<file path="config.mk">
export PLATFORM = sky130hd
export DESIGN_NAME = spi_loader_flat
export DESIGN_NICKNAME = d
export VERILOG_FILES = /design/src/rtl/spi_loader_pkg.sv /design/src/rtl/spi_loader_if.sv /design/src/rtl/spi_loader_sync_edge.sv /design/src/rtl/spi_loader.sv /design/src/flat_wrapper.sv
export SDC_FILE = /design/constraint.sdc
export NUM_CORES = 1
export LEC_CHECK = 0
export CAP_MARGIN = 25
export CELL_PAD_IN_SITES_DETAIL_PLACEMENT = 0
export CELL_PAD_IN_SITES_GLOBAL_PLACEMENT = 1
export CORE_MARGIN = 1
export CORE_UTILIZATION = 42
export CTS_CLUSTER_DIAMETER = 80
export DETAILED_ROUTE_END_ITERATION = 16
export PLACE_DENSITY_LB_ADDON = 0.12
export SKIP_LAST_GASP = 1
export SYNTH_ARGS = -nofsm -noshare
export SYNTH_HDL_FRONTEND = slang
export SYNTH_SLANG_ARGS = --single-unit
</file>
<file path="constraint.sdc">
create_clock -name clk -period 1.6 [get_ports clk]
set_input_delay 0.16 -clock clk [delete_from_list [all_inputs] [get_ports clk]]
set_output_delay 0.16 -clock clk [all_outputs]
set_load 0.03 [all_outputs]
</file>
<file path="src/rtl/spi_loader_pkg.sv">
// Shared definitions for the SPI cache loader: widths, target encodings and FSM states.
package spi_loader_pkg;

    localparam int DATAPATH_W = 8;
    localparam int IMEM_SZ    = 16;
    localparam int DMEM_SZ    = 16;

    localparam logic [1:0] LOADER_SEL_ICACHE = 2'b01;
    localparam logic [1:0] LOADER_SEL_DCACHE = 2'b10;

    typedef enum logic [2:0] {
        ST_ARM,
        ST_IDLE,
        ST_SHIFT,
        ST_COMMIT,
        ST_FULL,
        ST_IGNORE
    } state_e;

    function automatic int CLOG2(input int value);
        int r;
        r = 0;
        for (int v = value - 1; v > 0; v = v >> 1) r++;
        return r;
    endfunction

endpackage

</file>
<file path="src/rtl/spi_loader_if.sv">
// SPI pins plus the cache write bus of the loader; slave = loader side, master = driver side.
interface spi_loader_if
    import spi_loader_pkg::*;
#(
    parameter int DATA_W = DATAPATH_W,
    parameter int ADDR_W = 4
);
    logic              sclk_in;
    logic              cs_n_in;
    logic              mosi_in;
    logic [1:0]        sel_in;
    logic              miso_out;
    logic [ADDR_W-1:0] addr_out;
    logic [DATA_W-1:0] data_out;
    logic              icache_wen_out;
    logic              dcache_wen_out;
    logic              busy_out;
    logic              overflow_out;

    modport slave (
        input  sclk_in, cs_n_in, mosi_in, sel_in,
        output miso_out, addr_out, data_out, icache_wen_out, dcache_wen_out,
               busy_out, overflow_out
    );

    modport master (
        output sclk_in, cs_n_in, mosi_in, sel_in,
        input  miso_out, addr_out, data_out, icache_wen_out, dcache_wen_out,
               busy_out, overflow_out
    );
endinterface

</file>
<file path="src/rtl/spi_loader_sync_edge.sv">
// Two-flop synchronizer followed by registered rising/falling edge pulses.
module sync_edge (
    input  logic clk,
    input  logic rst,
    input  logic d_in,
    output logic rise_out,
    output logic fall_out
);
    logic meta_q, sync_q, prev_q, rise_q, fall_q;

    // NOTE: non-blocking assignments make every flop sample the pre-edge value, so the chain really is three stages deep.
    always_ff @(posedge clk) begin
        if (rst) begin
            meta_q <= 1'b0;
            sync_q <= 1'b0;
            prev_q <= 1'b0;
            rise_q <= 1'b0;
            fall_q <= 1'b0;
        end else begin
            meta_q <= d_in;
            sync_q <= meta_q;
            prev_q <= sync_q;
            rise_q <= sync_q & ~prev_q;
            fall_q <= ~sync_q & prev_q;
        end
    end

    assign rise_out = rise_q;
    assign fall_out = fall_q;
endmodule

</file>
<file path="src/rtl/spi_loader.sv">
// SPI-slave byte loader writing auto-incrementing addresses into the icache or dcache.
// Optional MISO echo of the previous byte is built when SPI_LOADER_ECHO_EN is defined.
module spi_loader
    import spi_loader_pkg::*;
#(
    parameter int DATA_W = DATAPATH_W,
    parameter int ADDR_W = 4,
    parameter int DEPTH  = 16
) (
    input logic       clk,
    input logic       rst,
    spi_loader_if.slave bus
);
    localparam int CNT_W = (CLOG2(DATA_W) < 1) ? 1 : CLOG2(DATA_W);

    logic sclk_rise, sclk_fall, cs_rise, cs_fall;
    logic mosi_meta_q, mosi_q;

    sync_edge u_sclk_sync (.clk(clk), .rst(rst), .d_in(bus.sclk_in),
                           .rise_out(sclk_rise), .fall_out(sclk_fall));
    sync_edge u_cs_sync   (.clk(clk), .rst(rst), .d_in(bus.cs_n_in),
                           .rise_out(cs_rise), .fall_out(cs_fall));

    always_ff @(posedge clk) begin
        if (rst) begin
            mosi_meta_q <= 1'b0;
            mosi_q      <= 1'b0;
        end else begin
            mosi_meta_q <= bus.mosi_in;
            mosi_q      <= mosi_meta_q;
        end
    end

    state_e            state_q;
    logic [ADDR_W-1:0] addr_q, addr_out_q;
    logic [CNT_W-1:0]  bit_cnt_q;
    logic [DATA_W-1:0] shreg_q, data_q;
    logic [1:0]        target_q;
    logic              iwen_q, dwen_q, ovf_q, end_q;
`ifdef SPI_LOADER_ECHO_EN
    logic [DATA_W-1:0] echo_q;
`endif

    logic [DATA_W-1:0] shreg_next;
    logic              last_bit;
    assign shreg_next = {shreg_q[DATA_W-2:0], mosi_q};
    assign last_bit   = (bit_cnt_q == CNT_W'(DATA_W - 1));

    always_ff @(posedge clk) begin
        if (rst) begin
            state_q    <= ST_ARM;
            addr_q     <= '0;
            addr_out_q <= '0;
            bit_cnt_q  <= '0;
            shreg_q    <= '0;
            data_q     <= '0;
            target_q   <= '0;
            iwen_q     <= 1'b0;
            dwen_q     <= 1'b0;
            ovf_q      <= 1'b0;
            end_q      <= 1'b0;
`ifdef SPI_LOADER_ECHO_EN
            echo_q     <= '0;
`endif
        end else begin
            iwen_q <= 1'b0;
            dwen_q <= 1'b0;
            case (state_q)
                // Synced cs_n resets low, so a rise here means the master is idle.
                ST_ARM: if (cs_rise) state_q <= ST_IDLE;
                ST_IDLE: begin
                    if (cs_fall) begin
                        if (bus.sel_in == LOADER_SEL_ICACHE || bus.sel_in == LOADER_SEL_DCACHE) begin
                            target_q  <= bus.sel_in;
                            addr_q    <= '0;
                            bit_cnt_q <= '0;
                            shreg_q   <= '0;
                            ovf_q     <= 1'b0;
                            end_q     <= 1'b0;
`ifdef SPI_LOADER_ECHO_EN
                            echo_q    <= '0;
`endif
                            state_q   <= ST_SHIFT;
                        end else begin
                            state_q <= ST_IGNORE;
                        end
                    end
                end
                ST_SHIFT: begin
                    if (sclk_rise) begin
                        shreg_q   <= shreg_next;
                        bit_cnt_q <= bit_cnt_q + 1'b1;
                    end
                    if (sclk_rise && last_bit) begin
                        iwen_q     <= (target_q == LOADER_SEL_ICACHE);
                        dwen_q     <= (target_q == LOADER_SEL_DCACHE);
                        data_q     <= shreg_next;
                        addr_out_q <= addr_q;
                        end_q      <= cs_rise;
`ifdef SPI_LOADER_ECHO_EN
                        echo_q     <= shreg_next;
`endif
                        state_q    <= ST_COMMIT;
                    end else if (cs_rise) begin
                        state_q <= ST_IDLE;
                    end
`ifdef SPI_LOADER_ECHO_EN
                    // The trailing fall of the previous byte arrives with bit_cnt at 0 and must not shift.
                    if (sclk_fall && bit_cnt_q != '0) echo_q <= {echo_q[DATA_W-2:0], 1'b0};
`endif
                end
                ST_COMMIT: begin
                    bit_cnt_q <= '0;
                    if (end_q || cs_rise) begin
                        state_q <= ST_IDLE;
                    end else if (addr_q == ADDR_W'(DEPTH - 1)) begin
                        state_q <= ST_FULL;
                    end else begin
                        addr_q  <= addr_q + 1'b1;
                        state_q <= ST_SHIFT;
                    end
                end
                ST_FULL: begin
                    if (sclk_rise) begin
                        bit_cnt_q <= last_bit ? '0 : bit_cnt_q + 1'b1;
                        if (last_bit) ovf_q <= 1'b1;
                    end
                    if (cs_rise) state_q <= ST_IDLE;
                end
                ST_IGNORE: if (cs_rise) state_q <= ST_IDLE;
                default:   state_q <= ST_ARM;
            endcase
        end
    end

    assign bus.addr_out       = addr_out_q;
    assign bus.data_out       = data_q;
    assign bus.icache_wen_out = iwen_q;
    assign bus.dcache_wen_out = dwen_q;
    assign bus.overflow_out   = ovf_q;
    assign bus.busy_out       = (state_q != ST_IDLE) && (state_q != ST_ARM);

`ifdef SPI_LOADER_ECHO_EN
    assign bus.miso_out = echo_q[DATA_W-1];
`else
    logic sclk_fall_unused;
    assign sclk_fall_unused = sclk_fall;
    assign bus.miso_out     = 1'b0;
`endif
endmodule
</file>
<file path="src/flat_wrapper.sv">
// flat-port wrapper written by rule: the top's interface ports become plain ports
module spi_loader_flat import spi_loader_pkg::*;
#(
    parameter int DATA_W = DATAPATH_W,
    parameter int ADDR_W = 4,
    parameter int DEPTH  = 16
)
  (clk, rst, bus_sclk_in, bus_cs_n_in, bus_mosi_in, bus_sel_in, bus_miso_out, bus_addr_out, bus_data_out, bus_icache_wen_out, bus_dcache_wen_out, bus_busy_out, bus_overflow_out);
  spi_loader_if #(.DATA_W(DATA_W), .ADDR_W(ADDR_W)) bus_i ();
  input logic clk;
  input logic rst;
  input wire logic [$bits(bus_i.sclk_in)-1:0] bus_sclk_in;
  input wire logic [$bits(bus_i.cs_n_in)-1:0] bus_cs_n_in;
  input wire logic [$bits(bus_i.mosi_in)-1:0] bus_mosi_in;
  input wire logic [$bits(bus_i.sel_in)-1:0] bus_sel_in;
  output wire logic [$bits(bus_i.miso_out)-1:0] bus_miso_out;
  output wire logic [$bits(bus_i.addr_out)-1:0] bus_addr_out;
  output wire logic [$bits(bus_i.data_out)-1:0] bus_data_out;
  output wire logic [$bits(bus_i.icache_wen_out)-1:0] bus_icache_wen_out;
  output wire logic [$bits(bus_i.dcache_wen_out)-1:0] bus_dcache_wen_out;
  output wire logic [$bits(bus_i.busy_out)-1:0] bus_busy_out;
  output wire logic [$bits(bus_i.overflow_out)-1:0] bus_overflow_out;
  assign bus_i.sclk_in = bus_sclk_in;
  assign bus_i.cs_n_in = bus_cs_n_in;
  assign bus_i.mosi_in = bus_mosi_in;
  assign bus_i.sel_in = bus_sel_in;
  assign bus_miso_out = bus_i.miso_out;
  assign bus_addr_out = bus_i.addr_out;
  assign bus_data_out = bus_i.data_out;
  assign bus_icache_wen_out = bus_i.icache_wen_out;
  assign bus_dcache_wen_out = bus_i.dcache_wen_out;
  assign bus_busy_out = bus_i.busy_out;
  assign bus_overflow_out = bus_i.overflow_out;
  spi_loader #(.DATA_W(DATA_W), .ADDR_W(ADDR_W), .DEPTH(DEPTH)) u_core (.clk(clk), .rst(rst), .bus(bus_i));
endmodule
</file>
==> flow_summary.toml, run 1 <==
# physical design summary
[run_status]
outcome = "complete, no violations"

[synth]
floorplan.nets = 218
ys_types = 43
synth_area_per_cell_sq_um = 9.56
ys.flops = 46
ys_cells = 208
async_flop_share_pct = 0
synth_cells = 208
synth-main-ff-cell = "dfxtp_1"
synth-edff-count = 0

[floorplan]
fp.dieW_microns = 70.8
ioPinCount = 24

[worst_setup_path]
worstPathMaxFanout = 14
crit_type = "register to register"
crit_family = "adder cells"
cpMostUsedCell = "ha_1"
crit_buf_inv = 0
critPathCaptureType = "register"
cp-startpoint = "u_core.bit_cnt_q[0]$_SDFFE_PP0P_"
cpPeakStageDelay_ps = 340
timing.rr.start = "u_core.bit_cnt_q[0]$_SDFFE_PP0P_"

[final_timing]
hold_viol = 0
period_minus_slack_ps = 1510

[global_routing]
grt_pass1_vias = 1592
grt_antenna_before_repair = 0

[detailed_routing]
routed_wirelength_mm = 4.05
vias_per_cell = 5.14
drtPass1Iterations = 4

[layout]
flop_area_sq_um = 922
final_common_cell = "dfxtp_1"
diodes = 0
drive_gt1_share_pct = 20.8
stdcell_count = 288
fill_cells = 409

[place]
port_buffers = 22
dp_hpwl_mm = 2.90

[power_and_ir_drop]
ir_worst_vdd_v = 0.000423
sw_frac_of_total_pct = 24.2
power_density_mw_per_mm2 = 853
netSwitchingPower_mw = 0.488
seqPwrFrac_pct = 58.2

[clock_tree]
cts_tree = "done"
root_buffer = "clkbuf_8"

[flow_run]
max-cap-violations = 0

[worst_hold_path]
holdCritStartpoint = "u_core.u_sclk_sync.prev_q$_SDFF_PP0_"
-- run 1: routing by layer --
| layer | track usage (%) | vias to the layer above | share of wire [%] |
|---|---|---|---|
| met3 | 5.13 | 5 | 3.8 |
| met2 | 29.8 | 27 | 47 |
| met4 | 6.89 | 0 | 0.89 |
| met1 | 22.1 | 687 | 48 |
| li1 | - | 760 | - |
| met5 | 0 | - | 0 |
-- run 1: power by group through the flow --
stage	logic, mW	clock network [mW]	registers [mW]
after floorplan	0.0968	0	1.19
after global placement	0.142	0	1.20
after detailed placement	0.145	0	1.20
after CTS	0.146	0.714	1.17
after global routing	0.159	0.766	1.18
final	0.148	0.695	1.18
-- run 1: cells in the mapped netlist, drive strengths merged (2+ instances only) --
master,number,share of area [%]
mux2i,11,5.5
buf,10,4.5
xnor2,2,0.88
clkbuf,2,0.38
o22ai,2,0.63
nand3,4,1.0
dfxtp,46,46
ha,3,1.9
nor3,4,1.3
o211ai,3,1.1
nor4b,2,0.88
inv,4,0.75
nor3b,2,0.75
nand2b,10,3.1
nor2,14,2.6
nand2,31,7.5
o21ai,6,1.5
a21boi,2,0.75
a21oi,22,7.6
nor2b,12,3.8
-- run 1: logic make-up (layout without fill, tap and decap cells) --
family                     Yosys count  in the layout  share of synthesized area, %
AOI/OAI and AO/OA                   41             41                          14.1
other                                1              1                         0.188
adders and majority gates            3              3                          1.89
buffers and inverters               16             44                          5.60
muxes                               11             11                          5.53
and+or+nand+nor                     88             88                          25.5
xor gates and xnor gates             2              2                         0.881
DFF                                 46             46                          46.3
-- run 1: per-stage QoR --
step	hold slack [ps]	TNS [ps]
3_3_place_gp	375	-810
2_1_floorplan	247	0
3_5_place_dp	378	-1340
4_1_cts	390	0
6_report	381	0
5_1_grt	402	0
-- run 1: flip-flops by register name (all words and copies together), names as in the netlist, 2 cells and up --
name / flops
u_core.shreg_q: 7
u_core.state_q: 3
u_core.target_q: 2
u_core.bit_cnt_q: 3
u_core.bus.data_out: 8
u_core.bus.addr_out: 4
u_core.addr_q: 4
-- run 1: cell type report --
class	instances	share of cell area [%]
clock buffer	5	2.91
tap	52	2.75
timing repair buffer	33	13.2
clock inverter	2	0.635
multi-input combinational	146	40.8
inverter	4	0.635
sequential	46	39.0
-- run 1: what timing repair did --
item / in CTS / in global routing
endpoints found under the setup margin: 2 / 5
gates resized: 1 / 2
buffers inserted: 0 / 0
-- run 1: final timing paths --
path         cells past startpoint                                endpoint
min                              1  u_core.u_sclk_sync.rise_out$_SDFF_PP0_
min reg2reg                      1  u_core.u_sclk_sync.rise_out$_SDFF_PP0_
max                              4          u_core.state_q[0]$_SDFFE_PP0P_
max reg2reg                      4          u_core.state_q[0]$_SDFFE_PP0P_
Figure 1. Local utilization (run 1).
Drawn at 4 px/micron. The die is cut into 7 by 7 equal tiles; black is low, pale yellow is high, 0 to 100% covered.
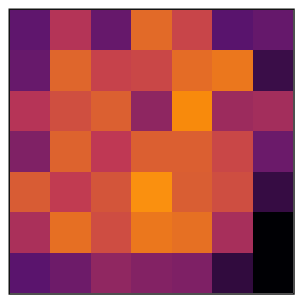
nearly empty tiles	4.1%
fullest tile	76%
emptiest ninth of the die	lower right
Core Util, Final: 53.2%
FP Util: 44.8%
core area: 0.00444 sq mm

Figure 2. Placement by cell class (run 1).
Drawn at 6 px/micron. Fill, decap, tap and diode cells in grey.
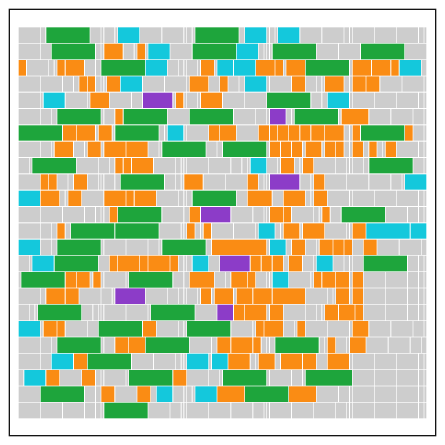
class	colour	cells
other buffers and delay cells	cyan	33
clock drivers and dummy loads	purple	7
combinational and other logic	orange	150
flops	green	46
row count: 24
Final Cell Area: 0.00236 sq mm
Seq/total area: 39.0%

Figure 3. Clock nets (run 1).
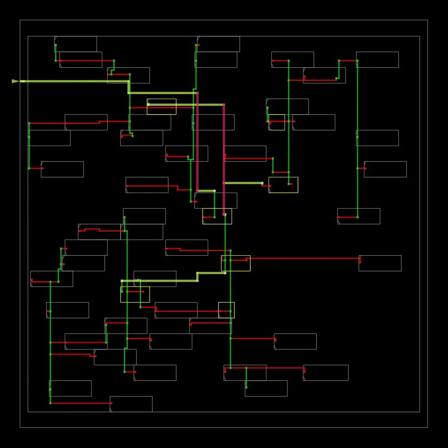
clk latency late pin: 300 ps
total CTS buffers: 5
clk_buf instances: 5

Figure 4. Clock distribution (run 1).
Drawn at 8 px/micron.
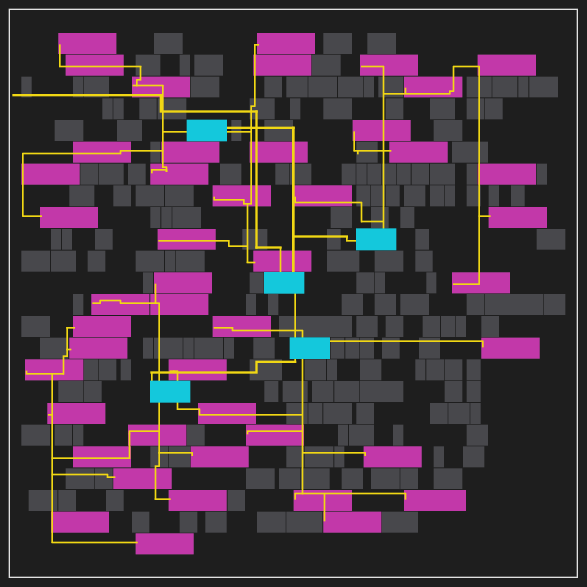
[clock wires] yellow | length: 570 microns
[clock drivers] cyan | count: 5
[flip-flops] magenta | count: 46
routed clock nets	6
flops lie	widely spread
clock power share: 34.4%
Post-Route Skew: 5.74 ps
Clock group: 0.695 mW

--- run 2 (diff from run 1) ---
--- a/config.mk
+++ b/config.mk
@@ -9,7 +9,7 @@
 export CELL_PAD_IN_SITES_DETAIL_PLACEMENT = 0
 export CELL_PAD_IN_SITES_GLOBAL_PLACEMENT = 1
 export CORE_MARGIN = 1
-export CORE_UTILIZATION = 42
+export CORE_UTILIZATION = 45
 export CTS_CLUSTER_DIAMETER = 80
 export DETAILED_ROUTE_END_ITERATION = 16
 export PLACE_DENSITY_LB_ADDON = 0.12
==> constraint.sdc (replaced) <==
create_clock -name clk -period 1.9 [get_ports clk]
set_input_delay 0.19 -clock clk [delete_from_list [all_inputs] [get_ports clk]]
set_output_delay 0.19 -clock clk [all_outputs]
set_load 0.03 [all_outputs]
Figure 5. Clock nets (run 2).
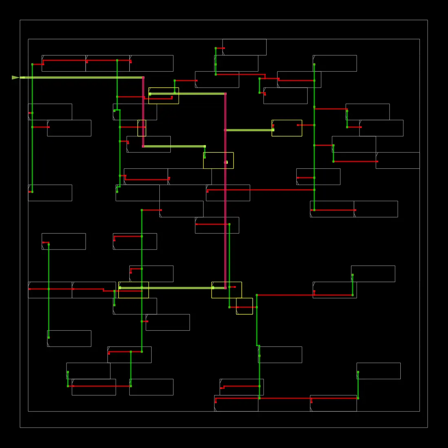
Post-Route Skew: 5.53 ps
flip-flops: 46
clk latency late pin: 290 ps
Clock group: 0.562 mW

Figure 6. Placement by cell class (run 2).
Drawn at 6 px/micron. Fill, decap, tap and diode cells in grey.
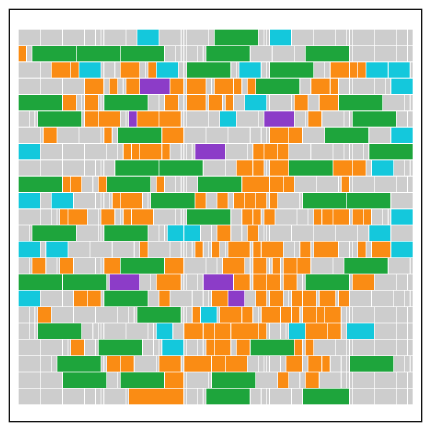
class	colour	cells
combinational and other logic	orange	150
clock drivers and dummy loads	purple	7
other buffers and delay cells	cyan	28
flops	green	46
row count: 23
core area: 0.00412 sq mm
Core Util, Final: 56.0%
Final Cell Area: 0.00230 sq mm

==> run 2 against run 1 <==
Effect of this change: clock power fell by 19%; core utilization grew 2.8 points; worst hold slack improved by 4.7 ps; flip-flop count unchanged; sequential share of layout area up 1.0 points; combinational power shrank about 30%; routed wire length decreased by 6.2%; global-route usage increased by 0.68 points; clock skew is essentially flat; total power down 18%.
==> flow_summary.toml, run 2 <==
# physical design summary
[worst_setup_path]
critPathCaptureType = "register"
crit_type = "register to register"
crit_buf_inv = 0

[clock_tree]
cts_buffers = 5
cts_tree = "done"

[layout]
diodes = 0
final_common_cell = "dfxtp_1"

[detailed_routing]
drtPass1Iterations = 4

[synth]
yosys.area_share.simple_pct = 25.5
synth-xor-area-share_pct = 0.881
synth-edff-count = 0
compound_area_share_pct = 14.1
topCellsByArea = "dfxtp_1 (46%), mux2i_1 (5.5%), a21oi_2 (4.8%), nand2_1 (3.8%), nor2b_1 (3.8%)"

[run_status]
outcome = "complete, no violations"

[global_routing]
grt-busiest-layer = "met2"
met2_usage_pct = 29.5

[place]
port_buffers = 22
dp_hpwl_mm = 2.77

[floorplan]
ioPinCount = 24

[worst_hold_path]
holdCritStartpoint = "u_core.u_sclk_sync.prev_q$_SDFF_PP0_"
Figure 7. Local utilization (run 2).
Drawn at 4 px/micron. The die is cut into 7 by 7 equal tiles; black is low, pale yellow is high, 0 to 100% covered.
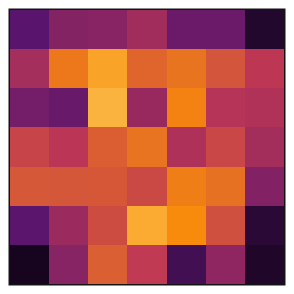
fullest tile	84%
tiles over 75% full	6.1%
mean over tiles	48%
FP Util: 48.3%

[run 2: cell counts after synthesis]
No cell type changed its count.
[run 2: power breakdown]
part           leakage (nW)  total [mW]  internal, mW  switching (mW)
clock network        0.0373       0.562         0.252           0.310
logic                 0.408       0.104        0.0491          0.0549
registers             0.373       0.993         0.976          0.0173
[run 2: cells by family (layout without fill, tap and decap cells)]
logic type,after synthesis,in the layout
buffers and inverters,16,39
adder cells (fa/ha/maj),3,3
flip-flops,46,46
XOR/XNOR,2,2
multiplexers,11,11
AND-OR/OR-AND,41,41
AND/OR/NAND/NOR,88,88
other,1,1
[run 2: layout make-up]
cell class	instances	area [sq um]	share of cell area, %
inverter	4	15.0	0.651
timing repair buffer	28	268	11.6
tap	50	62.6	2.71
sequential	46	922	40.0
clock buffer	6	72.6	3.15
clock inverter	1	7.51	0.326
multi-input combinational	146	957	41.5
[run 2: path summary, 6_finish.rpt]
kind / slack (ps) / end / cells after the start
max: 220 / u_core.shreg_q[0]$_SDFFE_PP0P_ / 4
min: 390 / u_core.u_sclk_sync.rise_out$_SDFF_PP0_ / 1
max reg2reg: 220 / u_core.shreg_q[0]$_SDFFE_PP0P_ / 4
min reg2reg: 390 / u_core.u_sclk_sync.rise_out$_SDFF_PP0_ / 1
[run 2: metal layers]
metal | part of all wire, % | up-vias
met5 | 0 | -
met4 | 1.7 | 0
met3 | 4.8 | 10
met2 | 46 | 36
met1 | 47 | 677
li1 | - | 748
[run 2: timing repair]
item,4_1_cts,5_1_grt
buffers inserted,0,0
setup endpoints to repair,1,1
resized,1,1
hold buffers,0,0
[run 2: through the flow]
stage	cells	power (mW)	utilization, %	hold WS, ps	setup slack (ps)
after global placement	274	1.12	54.0	373	110
after CTS	281	1.68	55.9	391	60.9
after global routing	281	1.74	56.0	414	85.0
after detailed placement	274	1.12	54.0	379	46.6
after floorplan	208	1.09	-	277	375
final	281	1.66	56.0	386	219
--- run 3 (diff from run 2) ---
--- a/config.mk
+++ b/config.mk
@@ -17,3 +17,4 @@
 export SYNTH_ARGS = -nofsm -noshare
 export SYNTH_HDL_FRONTEND = slang
 export SYNTH_SLANG_ARGS = --single-unit
+export TNS_END_PERCENT = 1
Figure 8. Close-up of the layout (run 3).
Window x 22 to 47, y 22 to 47 microns. Cells in grey, sequential cells in the stronger grey; small squares are vias.
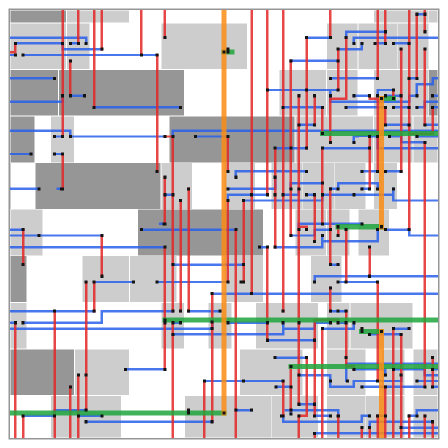
layer	colour
metal 3	green
metal 4	orange
metal 2	red
metal 1	blue
cells with their middle in the window	49
most frequent	nand2_1 (5), dfxtp_1 (5)
netlist names of flops here include	`u_core.shreg_q` (2)
sequential cells in the window	5

Figure 9. Clock nets (run 3).
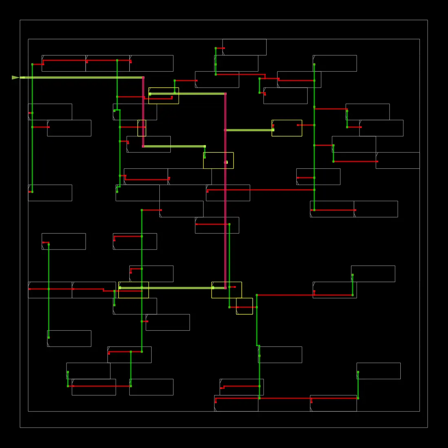
clk_buf instances: 6
clock sinks: 46

==> run 3 against run 2 <==
Effect of this change: clock skew unchanged; flip-flop count unchanged; via count unchanged; routed wire length unchanged; die area unchanged; critical path depth unchanged; synthesized area unchanged; clock power about the same; cell count unchanged; non-clock buffer count unchanged; synthesized cell count unchanged; combinational power about the same.
==> flow_summary.toml, run 3 <==
# physical design summary
[final_timing]
period_minus_slack_ps = 1680
fin_skew_ps = 5.53
tns_ps = 0
holdWs_ps = 386
hold_viol = 0

[place]
dp_hpwl_mm = 2.77
port_buffers = 22

[clock_tree]
ctsHoldBuffers = 0
cts_tree = "done"
cts_buffers = 5

[synth]
synth-main-ff-cell = "dfxtp_1"
top_cells_by_count = "dfxtp_1 (46), nand2_1 (20), nor2_1 (14)"
top_area_share_pct = 46.3
synth_area_per_cell_sq_um = 9.56
ys_types = 43
floorplan.nets = 218
most_common_cell = "dfxtp_1"
synth-edff-count = 0
yosysTopAreaCell = "dfxtp_1"
topCellsByArea = "dfxtp_1 (46%), mux2i_1 (5.5%), a21oi_2 (4.8%), nand2_1 (3.8%), nor2b_1 (3.8%)"
ys.flops = 46

[worst_setup_path]
worstPathMaxFanout = 14
crit_type = "register to register"
r2r_slack_ps = 220
cp-startpoint = "u_core.state_q[0]$_SDFFE_PP0P_"
reg2reg_depth = 4
endpoint = "u_core.shreg_q[0]$_SDFFE_PP0P_"
r2r_end = "u_core.shreg_q[0]$_SDFFE_PP0P_"
critPathCaptureType = "register"

[detailed_routing]
drtPass1Iterations = 4
routed_wirelength_mm = 3.80

[floorplan]
fp_util_pct = 48.3
core_region_area_sq_mm = 0.00412

[layout]
final_common_cell = "dfxtp_1"
largest_register_ffs = 8
drive_gt1_share_pct = 17.3
diodes = 0

[power_and_ir_drop]
power_frac_comb_pct = 6.3
ir_worst_vdd_v = 0.000601
power_density_mw_per_mm2 = 720
p_int_mw = 1.28
netSwitchingPower_mw = 0.382
sw_frac_of_total_pct = 23.0
p_clk_share_pct = 33.9

[global_routing]
met2_usage_pct = 29.5
grt-busiest-layer = "met2"
grt_pass1_vias = 1404

[run_status]
outcome = "complete, no violations"

[flow_run]
max-cap-violations = 0
Figure 10. Placement by cell class (run 3).
Drawn at 6 px/micron. Fill, decap, tap and diode cells in grey.
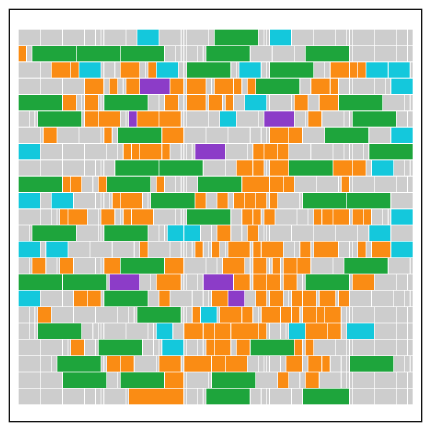
class	colour	cells
other buffers and delay cells	cyan	28
combinational and other logic	orange	150
clock drivers and dummy loads	purple	7
flops	green	46
Seq/total area: 40.0%

[run 3: cell counts after synthesis]
Identical to the previous run, type by type.
[run 3: final cells by class]
| class | instances | area, sq um |
|---|---|---|
| fillers | 383 | 1810 |
| multi-input cells | 146 | 957 |
| flip-flops and latches | 46 | 922 |
| repair buffers | 28 | 268 |
| clock buffers | 6 | 72.6 |
| well taps | 50 | 62.6 |
| inverters | 4 | 15.0 |
| clock inverters | 1 | 7.51 |
[run 3: per-layer routing]
| metal | up-vias | part of all wire [%] |
|---|---|---|
| met5 | - | 0 |
| met4 | 0 | 1.7 |
| met3 | 10 | 4.8 |
| met2 | 36 | 46 |
| met1 | 677 | 47 |
| li1 | 748 | - |
[run 3: worst max-delay path: stages, from the launching register on]
cell and delay (ps):
dfxtp_1 630, nand2_1 170, or3_4 390, nand2b_1 280, nor2_1 90
[run 3: kinds of logic after synthesis]
group	Yosys count	synth area share (%)
and+or+nand+nor	88	25.5
other	1	0.188
buffers and inverters	16	5.60
adders and majority gates	3	1.89
AOI/OAI and AO/OA	41	14.1
xor gates and xnor gates	2	0.881
muxes	11	5.53
DFF	46	46.3
[run 3: per-stage QoR]
| stage | power [mW] | instance area, sq um | util [%] | instances |
|---|---|---|---|---|
| final | 1.66 | 2300 | 56.0 | 281 |
| after global routing | 1.74 | 2300 | 56.0 | 281 |
| after CTS | 1.68 | 2300 | 55.9 | 281 |
| after detailed placement | 1.12 | 2220 | 54.0 | 274 |
| after global placement | 1.12 | 2220 | 54.0 | 274 |
| after floorplan | 1.09 | 1990 | - | 208 |
[run 3: worst min-delay path by stage]
stage | from | to | slack (ps) | depth (start not counted)
3_5_place_dp | u_core.u_sclk_sync.prev_q$_SDFF_PP0_ | u_core.u_sclk_sync.rise_out$_SDFF_PP0_ | 380 | 1
5_1_grt | u_core.u_sclk_sync.prev_q$_SDFF_PP0_ | u_core.u_sclk_sync.rise_out$_SDFF_PP0_ | 410 | 1
6_report | u_core.u_sclk_sync.prev_q$_SDFF_PP0_ | u_core.u_sclk_sync.rise_out$_SDFF_PP0_ | 390 | 1
2_1_floorplan | bus_sel_in[1] | u_core.target_q[0]$_SDFFE_PP0P_ | 280 | 1
4_1_cts | u_core.u_sclk_sync.prev_q$_SDFF_PP0_ | u_core.u_sclk_sync.rise_out$_SDFF_PP0_ | 390 | 1
3_3_place_gp | u_core.u_sclk_sync.prev_q$_SDFF_PP0_ | u_core.u_sclk_sync.rise_out$_SDFF_PP0_ | 370 | 1
[run 3: power by group through the flow]
stage / clock network (mW) / logic [mW] / registers (mW)
finish: 0.562 / 0.104 / 0.993
global placement: 0 / 0.103 / 1.02
detailed placement: 0 / 0.104 / 1.02
CTS: 0.587 / 0.105 / 0.993
global route: 0.629 / 0.115 / 0.997
floorplan: 0 / 0.0815 / 1.01
[run 3: repair_timing]
action,CTS,global route
pin swaps,0,0
setup endpoints to repair,1,1
gates resized,1,1
No activity file was given, so power comes from the tool's default toggle rates.
